Figure 1. The metal 1 layer (run 1).
Cells faint in the background.
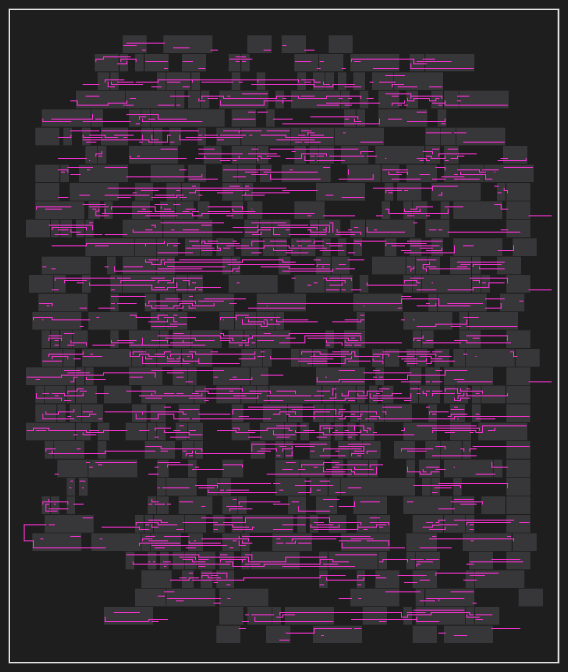
Figure 2. The metal 2 layer (run 1).
Bar = 20 um.
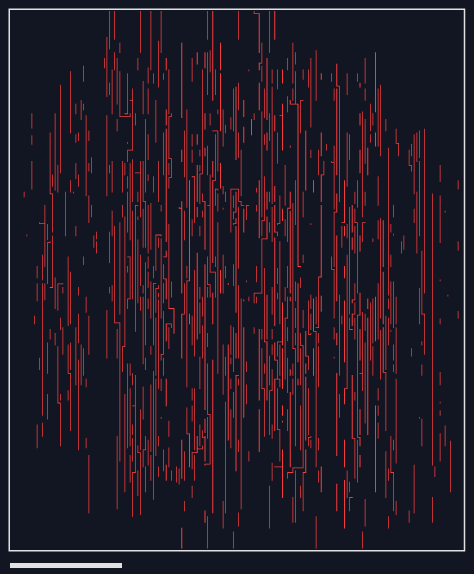
Figure 3. Metal 3 (run 1).
Bar = 20 um.
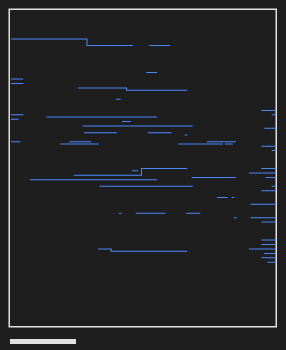
Figure 4. Metal 4 (run 1).
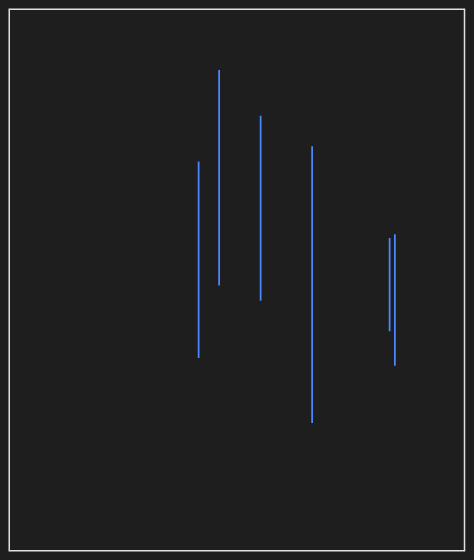
**config.mk**
```make
export PLATFORM = sky130hd
export DESIGN_NAME = i2c_config_seq_flat
export DESIGN_NICKNAME = d
export VERILOG_FILES = /design/src/rtl/i2c_config_seq_pkg.sv /design/src/rtl/i2c_config_seq_if.sv /design/src/rtl/i2c_qtick_gen.sv /design/src/rtl/i2c_config_seq.sv /design/src/flat_wrapper.sv
export SDC_FILE = /design/constraint.sdc
export NUM_CORES = 1
export LEC_CHECK = 0
export CAP_MARGIN = 20
export CORE_ASPECT_RATIO = 1.2
export CORE_MARGIN = 2
export CORE_UTILIZATION = 50
export CTS_CLUSTER_SIZE = 14
export DETAILED_ROUTE_END_ITERATION = 12
export GPL_ROUTABILITY_DRIVEN = 0
export GPL_TIMING_DRIVEN = 0
export MAX_ROUTING_LAYER = met4
export PLACE_DENSITY = 0.7
export SKIP_CTS_REPAIR_TIMING = 1
export SLEW_MARGIN = 20
export SYNTH_ARGS = -nofsm -noshare
export SYNTH_HDL_FRONTEND = slang
export SYNTH_SLANG_ARGS = --single-unit
```
**constraint.sdc**
```tcl
create_clock -name clk -period 3.8 [get_ports clk]
set_clock_uncertainty 0.15 [all_clocks]
set_input_delay 0.38 -clock clk [delete_from_list [all_inputs] [get_ports clk]]
set_output_delay 0.38 -clock clk [all_outputs]
set_load 0.05 [all_outputs]
```
**src/rtl/i2c_config_seq_pkg.sv**
```systemverilog
// Shared types and constants for the I2C configuration sequencer.
package i2c_config_seq_pkg;

  typedef enum logic [3:0] {
    StIdle,
    StFetch,
    StStart,
    StAddr,
    StData,
    StAck,
    StStop,
    StGap,
    StFinish
  } state_e;

  // Quarter phases of one bus bit period.
  localparam logic [1:0] Q0 = 2'd0;
  localparam logic [1:0] Q1 = 2'd1;
  localparam logic [1:0] Q2 = 2'd2;
  localparam logic [1:0] Q3 = 2'd3;

  // R/W bit appended to the slave address; this block only writes.
  localparam logic I2cWrite = 1'b0;

  // Bus line levels for a given state/quarter, returned as {scl, sda_oe}.
  // Non-bus states park the bus idle: SCL high, SDA released.
  function automatic logic [1:0] bus_drive(state_e st, logic [1:0] qtr, logic bit_val);
    logic scl;
    logic oe;
    scl = 1'b1;
    oe  = 1'b0;
    case (st)
      StStart: begin
        scl = (qtr != Q3);
        oe  = (qtr == Q2) || (qtr == Q3);
      end
      StAddr, StData: begin
        scl = (qtr == Q1) || (qtr == Q2);
        oe  = ~bit_val;
      end
      StAck: begin
        scl = (qtr == Q1) || (qtr == Q2);
        oe  = 1'b0;
      end
      StStop: begin
        scl = (qtr != Q0);
        oe  = (qtr == Q0) || (qtr == Q1);
      end
      default: begin
        scl = 1'b1;
        oe  = 1'b0;
      end
    endcase
    return {scl, oe};
  endfunction

endpackage

```
**src/rtl/i2c_config_seq_if.sv**
```systemverilog
// Host, table and I2C pin bundle of the configuration sequencer.
interface i2c_config_seq_if #(
  parameter int unsigned DATA_BYTES = 2
) ();
  logic                    start;
  logic [7:0]              tbl_addr;
  logic [8*DATA_BYTES-1:0] tbl_data;
  logic                    i2c_sclk;
  logic                    i2c_sda_oe;
  logic                    i2c_sda_in;
  logic                    busy;
  logic                    done;
  logic                    error;
  logic [7:0]              err_index;

  // Sequencer side.
  modport master (
    input  start, tbl_data, i2c_sda_in,
    output tbl_addr, i2c_sclk, i2c_sda_oe, busy, done, error, err_index
  );

  // Host / table / bus side.
  modport slave (
    output start, tbl_data, i2c_sda_in,
    input  tbl_addr, i2c_sclk, i2c_sda_oe, busy, done, error, err_index
  );
endinterface

```
**src/rtl/i2c_qtick_gen.sv**
```systemverilog
// Quarter-tick divider: one-cycle tick every CLK_DIV cycles while enabled.
module i2c_qtick_gen #(
  parameter int unsigned CLK_DIV = 4
) (
  input  logic clk,
  input  logic reset,
  input  logic en,
  output logic tick
);
  localparam int unsigned CntW = (CLK_DIV > 2) ? $clog2(CLK_DIV) : 1;
  localparam logic [CntW-1:0] CntMax = CntW'(CLK_DIV - 1);

  logic [CntW-1:0] cnt_q, cnt_d;

  // Count while enabled, hold cleared otherwise so phases start aligned.
  always_comb begin
    cnt_d = cnt_q;
    tick  = 1'b0;
    if (!en) begin
      cnt_d = '0;
    end else if (cnt_q == CntMax) begin
      cnt_d = '0;
      tick  = 1'b1;
    end else begin
      cnt_d = cnt_q + CntW'(1);
    end
  end

  // Counter register.
  always_ff @(posedge clk) begin
    if (reset) cnt_q <= '0;
    else       cnt_q <= cnt_d;
  end
endmodule

```
**src/rtl/i2c_config_seq.sv**
```systemverilog
// Walks a register table and writes each entry to an I2C slave, retrying NACKs.
module i2c_config_seq
  import i2c_config_seq_pkg::*;
#(
  parameter int unsigned NUM_REGS   = 10,
  parameter logic [6:0]  DEV_ADDR   = 7'h1A,
  parameter int unsigned DATA_BYTES = 2,
  parameter int unsigned CLK_DIV    = 125,
  parameter int unsigned MAX_RETRY  = 3
) (
  input logic              clk,
  input logic              reset,
  i2c_config_seq_if.master bus
);
  localparam int unsigned DataW    = 8 * DATA_BYTES;
  localparam logic [2:0]  LastByte = 3'(DATA_BYTES);
  localparam logic [7:0]  LastIdx  = 8'(NUM_REGS - 1);
  localparam logic [7:0]  MaxRetry = 8'(MAX_RETRY);

  state_e           state_q, state_d;
  logic [1:0]       qtr_q, qtr_d;
  logic [2:0]       bit_q, bit_d;
  logic [2:0]       byte_q, byte_d;     // 0 = address byte, 1..DATA_BYTES = payload
  logic [7:0]       idx_q, idx_d;
  logic [7:0]       retry_q, retry_d;
  logic             rflag_q, rflag_d;
  logic             ack_q, ack_d;
  logic             fetch_q, fetch_d;
  logic [DataW-1:0] data_q, data_d;
  logic             busy_q, busy_d;
  logic             done_q, done_d;
  logic             error_q, error_d;
  logic [7:0]       err_idx_q, err_idx_d;
  logic             sclk_q, sclk_d;
  logic             sda_oe_q, sda_oe_d;

  logic       tick;
  logic       bus_active;
  logic [7:0] tx_byte;

  // Divider only runs in bus states so every bus phase starts on a full quarter.
  assign bus_active = state_q inside {StStart, StAddr, StData, StAck, StStop, StGap};

  i2c_qtick_gen #(
    .CLK_DIV(CLK_DIV)
  ) u_qtick (
    .clk  (clk),
    .reset(reset),
    .en   (bus_active),
    .tick (tick)
  );

  // Byte on the wire for the upcoming bit, payload sent MSB byte first.
  always_comb begin
    tx_byte = {DEV_ADDR, I2cWrite};
    for (int k = 1; k <= int'(DATA_BYTES); k++) begin
      if (int'(byte_d) == k) tx_byte = data_q[8*(int'(DATA_BYTES)-k) +: 8];
    end
  end

  // Sequencer next-state; pin levels derived from the next state so they register cleanly.
  always_comb begin
    state_d   = state_q;
    qtr_d     = qtr_q;
    bit_d     = bit_q;
    byte_d    = byte_q;
    idx_d     = idx_q;
    retry_d   = retry_q;
    rflag_d   = rflag_q;
    ack_d     = ack_q;
    fetch_d   = fetch_q;
    data_d    = data_q;
    busy_d    = busy_q;
    done_d    = done_q;
    error_d   = error_q;
    err_idx_d = err_idx_q;

    unique case (state_q)
      StIdle: begin
        if (bus.start) begin
          done_d  = 1'b0;
          error_d = 1'b0;
          retry_d = '0;
          rflag_d = 1'b0;
          busy_d  = 1'b1;
          idx_d   = '0;
          fetch_d = 1'b0;
          state_d = StFetch;
        end
      end
      StFetch: begin
        // Table answers one cycle after the address moves; take it on the second cycle.
        if (fetch_q) begin
          data_d  = bus.tbl_data;
          qtr_d   = Q0;
          state_d = StStart;
        end else begin
          fetch_d = 1'b1;
        end
      end
      StStart: begin
        if (tick) begin
          qtr_d = qtr_q + 2'd1;
          if (qtr_q == Q3) begin
            byte_d  = '0;
            bit_d   = 3'd7;
            state_d = StAddr;
          end
        end
      end
      StAddr, StData: begin
        if (tick) begin
          qtr_d = qtr_q + 2'd1;
          if (qtr_q == Q3) begin
            if (bit_q == 3'd0) state_d = StAck;
            else               bit_d   = bit_q - 3'd1;
          end
        end
      end
      StAck: begin
        if (tick) begin
          qtr_d = qtr_q + 2'd1;
          if (qtr_q == Q2) ack_d = bus.i2c_sda_in;
          if (qtr_q == Q3) begin
            if (ack_q) begin
              rflag_d = 1'b1;
              state_d = StStop;
            end else if (byte_q == LastByte) begin
              state_d = StStop;
            end else begin
              byte_d  = byte_q + 3'd1;
              bit_d   = 3'd7;
              state_d = StData;
            end
          end
        end
      end
      StStop: begin
        if (tick) begin
          qtr_d = qtr_q + 2'd1;
          if (qtr_q == Q3) state_d = StGap;
        end
      end
      StGap: begin
        if (tick) begin
          qtr_d = qtr_q + 2'd1;
          if (qtr_q == Q3) begin
            rflag_d = 1'b0;
            fetch_d = 1'b0;
            if (rflag_q && (retry_q < MaxRetry)) begin
              retry_d = retry_q + 8'd1;
              state_d = StFetch;
            end else if (rflag_q) begin
              error_d   = 1'b1;
              err_idx_d = idx_q;
              state_d   = StFinish;
            end else begin
              retry_d = '0;
              if (idx_q == LastIdx) begin
                done_d  = 1'b1;
                state_d = StFinish;
              end else begin
                idx_d   = idx_q + 8'd1;
                state_d = StFetch;
              end
            end
          end
        end
      end
      StFinish: begin
        busy_d  = 1'b0;
        state_d = StIdle;
      end
      default: begin
        state_d = StIdle;
      end
    endcase

    {sclk_d, sda_oe_d} = bus_drive(state_d, qtr_d, tx_byte[bit_d]);
  end

  // State and registered outputs; reset drops the bus straight to idle without a STOP.
  always_ff @(posedge clk) begin
    if (reset) begin
      state_q   <= StIdle;
      qtr_q     <= Q0;
      bit_q     <= '0;
      byte_q    <= '0;
      idx_q     <= '0;
      retry_q   <= '0;
      rflag_q   <= 1'b0;
      ack_q     <= 1'b0;
      fetch_q   <= 1'b0;
      data_q    <= '0;
      busy_q    <= 1'b0;
      done_q    <= 1'b0;
      error_q   <= 1'b0;
      err_idx_q <= '0;
      sclk_q    <= 1'b1;
      sda_oe_q  <= 1'b0;
    end else begin
      state_q   <= state_d;
      qtr_q     <= qtr_d;
      bit_q     <= bit_d;
      byte_q    <= byte_d;
      idx_q     <= idx_d;
      retry_q   <= retry_d;
      rflag_q   <= rflag_d;
      ack_q     <= ack_d;
      fetch_q   <= fetch_d;
      data_q    <= data_d;
      busy_q    <= busy_d;
      done_q    <= done_d;
      error_q   <= error_d;
      err_idx_q <= err_idx_d;
      sclk_q    <= sclk_d;
      sda_oe_q  <= sda_oe_d;
    end
  end

  assign bus.tbl_addr   = idx_q;
  assign bus.i2c_sclk   = sclk_q;
  assign bus.i2c_sda_oe = sda_oe_q;
  assign bus.busy       = busy_q;
  assign bus.done       = done_q;
  assign bus.error      = error_q;
  assign bus.err_index  = err_idx_q;
endmodule

```
**src/flat_wrapper.sv**
```systemverilog
// flat-port wrapper written by rule: the top's interface ports become plain ports
module i2c_config_seq_flat import i2c_config_seq_pkg::*;
#(
  parameter int unsigned NUM_REGS   = 10,
  parameter logic [6:0]  DEV_ADDR   = 7'h1A,
  parameter int unsigned DATA_BYTES = 2,
  parameter int unsigned CLK_DIV    = 125,
  parameter int unsigned MAX_RETRY  = 3
)
  (clk, reset, bus_start, bus_tbl_data, bus_i2c_sda_in, bus_tbl_addr, bus_i2c_sclk, bus_i2c_sda_oe, bus_busy, bus_done, bus_error, bus_err_index);
  i2c_config_seq_if #(.DATA_BYTES(DATA_BYTES)) bus_i ();
  input logic clk;
  input logic reset;
  input wire logic [$bits(bus_i.start)-1:0] bus_start;
  input wire logic [$bits(bus_i.tbl_data)-1:0] bus_tbl_data;
  input wire logic [$bits(bus_i.i2c_sda_in)-1:0] bus_i2c_sda_in;
  output wire logic [$bits(bus_i.tbl_addr)-1:0] bus_tbl_addr;
  output wire logic [$bits(bus_i.i2c_sclk)-1:0] bus_i2c_sclk;
  output wire logic [$bits(bus_i.i2c_sda_oe)-1:0] bus_i2c_sda_oe;
  output wire logic [$bits(bus_i.busy)-1:0] bus_busy;
  output wire logic [$bits(bus_i.done)-1:0] bus_done;
  output wire logic [$bits(bus_i.error)-1:0] bus_error;
  output wire logic [$bits(bus_i.err_index)-1:0] bus_err_index;
  assign bus_i.start = bus_start;
  assign bus_i.tbl_data = bus_tbl_data;
  assign bus_i.i2c_sda_in = bus_i2c_sda_in;
  assign bus_tbl_addr = bus_i.tbl_addr;
  assign bus_i2c_sclk = bus_i.i2c_sclk;
  assign bus_i2c_sda_oe = bus_i.i2c_sda_oe;
  assign bus_busy = bus_i.busy;
  assign bus_done = bus_i.done;
  assign bus_error = bus_i.error;
  assign bus_err_index = bus_i.err_index;
  i2c_config_seq #(.NUM_REGS(NUM_REGS), .DEV_ADDR(DEV_ADDR), .DATA_BYTES(DATA_BYTES), .CLK_DIV(CLK_DIV), .MAX_RETRY(MAX_RETRY)) u_core (.clk(clk), .reset(reset), .bus(bus_i));
endmodule
```
==> run summary, run 1 <==
State of the implementation.

- The flow ran to the end, and the final reports show no timing, DRC or antenna violations.
- The complex-gate fraction of the synthesized area is 0.162, for reference.
- Setup repair after global routing left no endpoint under its margin.
- In this run the tool buffered the top-level ports with 40 buffer cells.
- The floorplan die area is 7770 um^2, for reference.
- Endpoints with negative setup slack in the final report add up to 0.
- After synthesis, the largest family of logic cells by area is simple AND/OR/NAND/NOR gates.
- The cell count after synthesis came out at 424.
- Yosys attributes the largest share of cell area to sky130_fd_sc_hd__dfxtp_1 38%, sky130_fd_sc_hd__nor2_1 6.0%, sky130_fd_sc_hd__ha_1 5.3%, sky130_fd_sc_hd__nand2_1 5.3%, sky130_fd_sc_hd__a21oi_1 4.8%.
- The TritonCTS buffer count is 9, for reference.
- Max fanout on the critical path was recorded as 8.
- The worst-case hold path end point is u_core.data_q[12], for reference.
- Looking at the setup timing report, the critical path kind is reg2reg.
- The number of max-cap violations is 0, for reference.
- The cell chosen for the clock root is sky130_fd_sc_hd__clkbuf_8, for reference.
- Once layout is done, the placed cells without fillers occupy 4270 um^2.
- The ratio of total power to cell area is 354 nW/um^2, for reference.
- The total routing resource utilization after global routing is 0.236, for reference.
- The fraction of the core area occupied by cells at floorplan is 0.516, for reference.
- The routed length on met2 is 4.11 mm, for reference.
- The endpoint kind of the worst setup timing path is a register, for reference.
- The post-layout utilization of the core is 0.623, for reference.
- In the final routing, the length of wire on met1 measures 3.42 mm.
- Of the total synthesized cell area, the portion taken by AND, OR, NAND and NOR gates is 0.291.
- The total power is 1.51 mW, for reference.
- The number of design rule violations left after detail routing is 0, for reference.
- In this design, the stage delay of the slowest critical-path cell is 400 ps.
- The width of the die is 80.8 um, for reference.
- The number of cells reported by Yosys stat comes to 424.
- The count of antenna diodes in the layout is 0, for reference.
- The clock period could shrink to 3230 ps.
- The leading cell type by number of instances after synthesis is sky130_fd_sc_hd__dfxtp_1, for reference.
- The clock tree from TritonCTS is yes, for reference.
- The number of register bits inferred by synthesis is 67, for reference.
- The count of synthesis-stage warnings from yosys is 0, for reference.
- In this run the tools logged warnings totalling 34.
- The share of async-settable or async-resettable flops after synthesis is 0, for reference.
- The startpoint of the tightest hold check path is u_core.data_q[12], for reference.
- The number of hold violations in the final report is 0, for reference.
- The fraction of final layout cells sized beyond drive strength 1 is 0.0813, for reference.
- The number of cells on the worst reg-to-reg path is 12.
- 41 I/O pins were placed.
- The final layout net count is 510, for reference.
- The synthesized-area fraction occupied by adder cells is 0.0530, for reference.
- The script logs the ratio of routed vias to standard cells as 5.56.
- The critical path endpoint has a required time of 3920 ps.
- The CTS sink count is 67, for reference.
- The worst setup path is launched from a register.
- The initial antenna violation count came to 0.
- The number of detailed-routing iterations run before antenna repair is 4, for reference.
- Entering global routing, the biggest net connects 14 pins.
- As reported, the later end of the worst-skew pair has a clock insertion delay of 360 ps.
- The share of the synthesized area in the top cell type is 0.379, for reference.
- Per the detail_route log, the uppermost layer with routed signals is met4.
- Of the post-synthesis cell area, the part taken by muxes is 0.0488.
- Looking at the clock tree report, the H-tree level count equals 3.
- According to the timing report, the arrival time at the worst endpoint equals 3350 ps.
- The number of global-route vias before repair is 2953, for reference.
- The final cycle utilization of the critical path is 0.849, for reference.
- The maximum clock path buffer count is 2, for reference.
- The worst reg-to-reg setup slack is 570 ps, for reference.
- Counting every net in the synthesized netlist gives 459.
- The post-synth design cell area is 3540 um^2, for reference.
- The top flip-flop cell by instance count after synthesis is sky130_fd_sc_hd__dfxtp_1, for reference.
- The clock transition at the registers of the reported paths is 80 ps, for reference.
- The setup TNS after final layout is 0 ps, for reference.
- Counting instances in the post-synthesis netlist gives the leading cell types as 67 x sky130_fd_sc_hd__dfxtp_1, 57 x sky130_fd_sc_hd__nor2_1, 50 x sky130_fd_sc_hd__nand2_1, 34 x sky130_fd_sc_hd__a21oi_1.
- The share of the Yosys chip area taken by registers is 0.379.
- The maximum operating frequency is 310 MHz, for reference.
- In this run, synthesis inferred 0 flip-flops with an integrated enable.
- The site row count is 33, for reference.
- Checking max transition, the worst relative margin is 0.436.
- The leakage power is 1.54 nW, for reference.
- The area of the placeable core is 6850 um^2, for reference.
- In the final layout, the fill cell count is 661.
- The die is 96.2 um tall.
- The endpoint identified for the worst register-to-register timing path is u_core.bus.i2c_sda_oe.
- The wire length of the first global-routing pass is 13.7 mm, for reference.
- After legalization and detailed placement, the total HPWL measured 6.10 mm.
-- Figure 1 (at the start) --
longest straight run: 26.2 um
wire length on this layer: 3420 um
met1 track demand over resource: 0.277
total number of vias: 3153
total wirelength of the detailed-routed design: 8.19 mm

-- Figure 2 (at the start) --
share of all routed wire: 50%
nets with wire on the layer: 417
met2 track utilization from global routing: 0.397

-- Figure 3 (at the start) --
nets with wire on the layer: 40
wire length on this layer: 460 um
main direction: horizontal

-- Figure 4 (at the start) --
share of all routed wire: 2.4%
wire length on this layer: 194 um

## run 1: flip-flops by register name, summed over array words and instances (netlist names)
signal and count:
u_core.data_q 16, u_core.bus.err_index 8, u_core.bus.tbl_addr 8, u_core.retry_q 8
u_core.u_qtick.cnt_q 7, u_core.state_q 4, u_core.bit_q 3, u_core.byte_q 3
u_core.qtr_q 2, u_core.ack_q 1, u_core.bus.busy 1, u_core.bus.done 1
u_core.bus.error 1, u_core.bus.i2c_sclk 1, u_core.bus.i2c_sda_oe 1, u_core.fetch_q 1
u_core.rflag_q 1
## run 1: cell families after synthesis
group | after synthesis
muxes | 17
and+or+nand+nor | 195
AOI/OAI and AO/OA | 87
adders and majority gates | 15
DFF | 67
xor gates and xnor gates | 10
buffers and inverters | 33
## run 1: cell type report
| type | instances | area (um^2) | share of cell area |
|---|---|---|---|
| Timing Repair Buffer | 40 | 400 | 0.0937 |
| Inverter | 14 | 52.6 | 0.0123 |
| Buffer | 19 | 93.8 | 0.0220 |
| Multi-Input combinational cell | 324 | 2050 | 0.480 |
| Clock inverter | 7 | 100 | 0.0234 |
| Sequential cell | 67 | 1340 | 0.314 |
| Tap cell | 87 | 109 | 0.0255 |
| Clock buffer | 9 | 124 | 0.0290 |
## run 1: metrics by stage
stage                     hold slack [ps]  setup WS (ps)  cells
after floorplan                       280           1010    424
after CTS                             309            546    567
final                                 308            574    567
after global placement                291            585    551
after detailed placement              297            590    551
after global routing                  321            289    567
## run 1: where the power goes
part	switching (mW)	leakage [nW]	internal (mW)	total [mW]
sequential	0.00838	0.541	0.713	0.721
clock	0.298	0.114	0.374	0.671
combinational	0.0718	0.885	0.0497	0.122
## run 1: layout by cell type, fill, tap and decap left out, drive strengths merged, types with 5 or more instances in the layout
cell type	count
a21oi	35
nor2b	8
nand2	51
nand3	13
and2	7
nand4	7
ha	15
clkdlybuf4s50	40
clkbuf	22
nor3	14
dfxtp	67
mux2i	15
nand2b	7
buf	6
o21ai	15
xor2	7
nor2	58
inv	15
o31ai	5
## run 1: critical path, delay by kind of cell (launching register included)
family | cells | cell delay (ps)
buf+inv | 2 | 180
compound gates | 5 | 1190
mux | 1 | 380
fa+ha+maj | 1 | 140
flops | 1 | 340
simple gates | 3 | 760
## run 1: routing by layer
metal | up-vias | GRT usage
li1 | 1607 | -
met1 | 1460 | 0.277
met2 | 69 | 0.397
met3 | 17 | 0.0544
met4 | 0 | 0.0805
met5 | - | -
## run 1: worst max-delay path by stage
stage	startpoint	to	depth (start not counted)
floorplan	u_core.u_qtick.cnt_q[0]	u_core.bus.i2c_sda_oe	12
global placement	u_core.u_qtick.cnt_q[0]	u_core.bus.i2c_sda_oe	12
detailed placement	u_core.u_qtick.cnt_q[0]	u_core.bus.i2c_sda_oe	12
CTS	u_core.u_qtick.cnt_q[0]	u_core.bus.i2c_sda_oe	12
global route	u_core.state_q[3]	u_core.bus.i2c_sda_oe	12
finish	u_core.u_qtick.cnt_q[0]	u_core.bus.i2c_sda_oe	12
Figure 5. Clock wiring as the flow saved it (run 1).
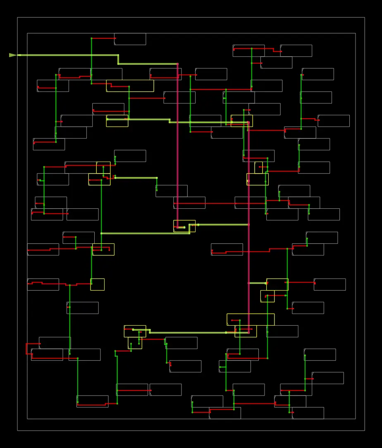

==> run 2, diff against run 1 <==
clock period = 3.1 ns   (was 3.8 ns; I/O delays follow)
Figure 6. Clock wiring as the flow saved it (run 2).
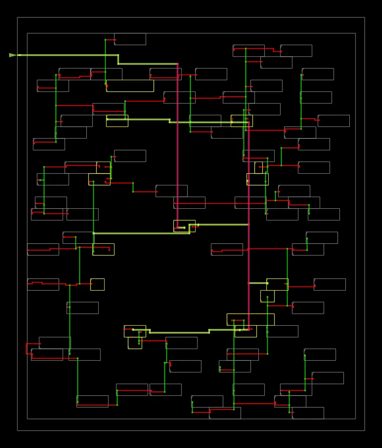
clock network power: 820 uW
# clock sinks: 67

==> run 2 against run 1 <==
Compared with the run above: via count is 0.95% higher; fmax is 9.1% higher; sequential power is 23% higher; register-to-register slack worse by 430 ps; first-iteration DRC count is 14% higher; largest cell class unchanged; setup slack worse by 430 ps; wire length is 1.6% higher; critical path depth is 1 lower; combinational power is 22% higher; synthesized area stayed put.
==> run summary, run 2 <==
State of the implementation.

- Summing over every cut layer, the via total after detailed routing is 3183.
- The number of design rule violations left after detail routing is 0, for reference.
- The top-level I/O count is 41, for reference.
- Setup repair after global routing left no endpoint under its margin.
- The proportion of power drawn by flip-flops and latches is 0.477, for reference.
- The register with the most flip-flops in the final layout is u_core.data_q.
- The top cell type in the final layout, fill and taps aside, is sky130_fd_sc_hd__dfxtp_1.
- The endpoint kind of the worst setup timing path is a register, for reference.
- The routed design could run at a clock period as short as 2960 ps.
- Across all setup checks in the final design, the least slack found is 142 ps.
- The top cell types in the final layout, fill and taps aside, are 67 x sky130_fd_sc_hd__dfxtp_1, 57 x sky130_fd_sc_hd__nor2_1, 50 x sky130_fd_sc_hd__nand2_1.
- Logged for this run, the post-placement worst setup slack is -110 ps.
- The initial antenna violation count is 0, for reference.
- The maximum operating frequency is 338 MHz, for reference.
- The critical path maximum fanout is 5.
- The slew check shows that the tightest pin keeps a relative margin of 0.422.
- The switching component of the power was reported as 461 uW.
- The leakage power is 1.56 nW, for reference.
- Counting instances in the post-synthesis netlist gives the leading cell types as 67 x sky130_fd_sc_hd__dfxtp_1, 57 x sky130_fd_sc_hd__nor2_1, 50 x sky130_fd_sc_hd__nand2_1, 34 x sky130_fd_sc_hd__a21oi_1.
- The startpoint type of the worst setup path is a register, for reference.
- Counting flops with a built-in enable in the synthesized netlist gives 0.
- The proportion of total power due to net switching is 0.249, for reference.
- The number of DRC markers after the initial detailed-route iteration is 225, for reference.
- The final cycle utilization of the critical path is 0.954, for reference.
- The die is 80.8 um wide.
- The top flip-flop cell by instance count after synthesis is sky130_fd_sc_hd__dfxtp_1, for reference.
- The skew report gives the latency at the later pin of the worst-skew pair as 350 ps.
- Final hold analysis gives a worst-case slack of 307 ps.
- The design draws 1.85 mW.
- The area of the placeable core is 6850 um^2, for reference.
- The clock share of power is 0.443, for reference.
- The number of register bits inferred by synthesis is 67, for reference.
- The final layout net count is 515, for reference.
- Warnings reported by Yosys during synthesis add up to 0.
- For this run, asynchronously set or reset flops after synthesis account for 0.
- Yosys instantiated no cell more often than sky130_fd_sc_hd__dfxtp_1.
- For the worst min-delay path, the startpoint reported by OpenROAD is u_core.data_q[12].
- CTS added clock buffers totalling 9.
- In this run the vertical extent of the chip is 96.2 um.
- The number of instances in the synthesized netlist is 424, for reference.
- Of the cells placed in the final design, the portion with a size suffix greater than 1 is 0.0990.
- The half-perimeter wire length after detailed placement is 6.10 mm, for reference.
- The number of hold violations in the final report is 0, for reference.
- The maximum clock path buffer count is 2, for reference.
- Entering global routing, the biggest net connects 14 pins.
- In the Yosys report the total cell count is 424.
- The post-synth design cell area is 3540 um^2, for reference.
- For this run, the script counts the antenna cells in the layout as 0.
- The floorplan step records an initial core utilization of 0.516.
- The net count after synthesis is 459, for reference.
- Max-cap violations in this run came to 0.
- The tree is rooted in a sky130_fd_sc_hd__clkbuf_8.
- The share of the synthesized area in the top cell type is 0.379, for reference.
- The internal portion of the total power is 1.39 mW.
- The launch point of the worst path is u_core.bit_q[0], for reference.
- The required time of the critical path is 3220 ps, for reference.
- The relative contribution of combinational cells to total power is 0.080, for reference.
- The average vias per placed instance is 5.56, for reference.
- The pre-antenna-repair detailed-routing pass consisted of 4 iterations.
- The clock transition at the registers of the reported paths is 80 ps, for reference.
- The global-route congestion overflow total is 0, for reference.
- The critical path start-end classification is reg2reg, for reference.
- The peak ir drop on the vdd network is 0.280 mV, for reference.
- The maximum level of the CTS H-tree is 3, for reference.
- The arrival time of the worst setup path is 3080 ps, for reference.
- The share of synthesized area occupied by flip-flops and latches is 0.379, for reference.
- The floorplan die area is 7770 um^2, for reference.
- The area of all placed cells without fillers is 4320 um^2, for reference.
- The buffer_ports step reported a buffer count of 40.
- The tally of OpenROAD warnings is 34, for reference.
- The final setup violation count is 0, for reference.
- The total length of routed wires is 8.32 mm, for reference.
- The total routing resource utilization after global routing is 0.236, for reference.
- The main area contributors are sky130_fd_sc_hd__dfxtp_1 38%, sky130_fd_sc_hd__nor2_1 6.0%, sky130_fd_sc_hd__ha_1 5.3%, sky130_fd_sc_hd__nand2_1 5.3%, sky130_fd_sc_hd__a21oi_1 4.8%.
- The flow ran to the end, and the final reports show no timing, DRC or antenna violations.
- The number of global-route vias before repair is 2953, for reference.
- The ratio of total power to cell area is 429 nW/um^2, for reference.
- The first global-routing pass estimated 13.7 mm of wire.
- The register with the most flip-flops in the layout has 16 of them.
- The post-layout utilization of the core is 0.631, for reference.
- TritonCTS built the clock tree.
- The site row count is 33, for reference.
-- run 2: cell types whose count changed in the layout (fill, tap and decap cells not counted), sizes merged --
cell / before / now
clkbuf: 22 / 21
buf: 6 / 12
-- run 2: area by class of cell --
type | instances | area (um^2)
fill | 654 | 2530
multi-input combinational | 324 | 2060
sequential | 67 | 1340
timing repair buffer | 46 | 445
clock buffer | 9 | 124
tap | 87 | 109
clock inverter | 7 | 100
buffer | 18 | 90.1
inverter | 14 | 52.6
-- run 2: power by group through the flow --
stage / Combinational, mW / Sequential [mW] / Clock [mW]
finish: 0.149 / 0.884 / 0.820
global route: 0.162 / 0.886 / 0.876
CTS: 0.149 / 0.884 / 0.841
detailed placement: 0.148 / 0.904 / 0
global placement: 0.146 / 0.904 / 0
floorplan: 0.0764 / 0.916 / 0
-- run 2: per-layer routing --
metal | wire length, um | GRT usage | vias up
li1 | - | - | 1616
met1 | 3550 | 0.277 | 1490
met2 | 4210 | 0.397 | 66
met3 | 412 | 0.0544 | 11
met4 | 142 | 0.0805 | 0
met5 | 0 | - | -
-- run 2: kinds of logic (layout without fill, tap and decap cells) --
kind of cell | count (synthesis) | count (layout) | share of synthesized area
xor gates and xnor gates | 10 | 10 | 0.0247
muxes | 17 | 17 | 0.0488
AOI/OAI and AO/OA | 87 | 87 | 0.162
adders and majority gates | 15 | 15 | 0.0530
and+or+nand+nor | 195 | 195 | 0.291
buffers and inverters | 33 | 94 | 0.0414
DFF | 67 | 67 | 0.379
-- run 2: final timing paths --
path | slack, ps | cells past startpoint | to
max | 140 | 11 | u_core.bus.i2c_sda_oe
min | 310 | 2 | u_core.data_q[12]
max reg2reg | 140 | 11 | u_core.bus.i2c_sda_oe
min reg2reg | 310 | 2 | u_core.data_q[12]
-- run 2: worst max-delay path, cell delays in order (launching register included) --
cell and delay (ps):
sky130_fd_sc_hd__dfxtp_1 440, sky130_fd_sc_hd__inv_1 110, sky130_fd_sc_hd__ha_1 230, sky130_fd_sc_hd__nor2b_1 190
sky130_fd_sc_hd__o31a_1 340, sky130_fd_sc_hd__nor3_4 190, sky130_fd_sc_hd__buf_4 180, sky130_fd_sc_hd__mux2_2 340
sky130_fd_sc_hd__o21ai_1 120, sky130_fd_sc_hd__o22ai_1 130, sky130_fd_sc_hd__a211o_1 290, sky130_fd_sc_hd__a21oi_1 160
-- run 2: per-stage QoR --
step,setup TNS [ps],cells
2_1_floorplan,0,424
3_3_place_gp,-115,551
3_5_place_dp,-110,551
4_1_cts,-154,567
5_1_grt,0,572
6_report,0,572
Power figures rest on the tool's default switching activity, not on a simulated workload.
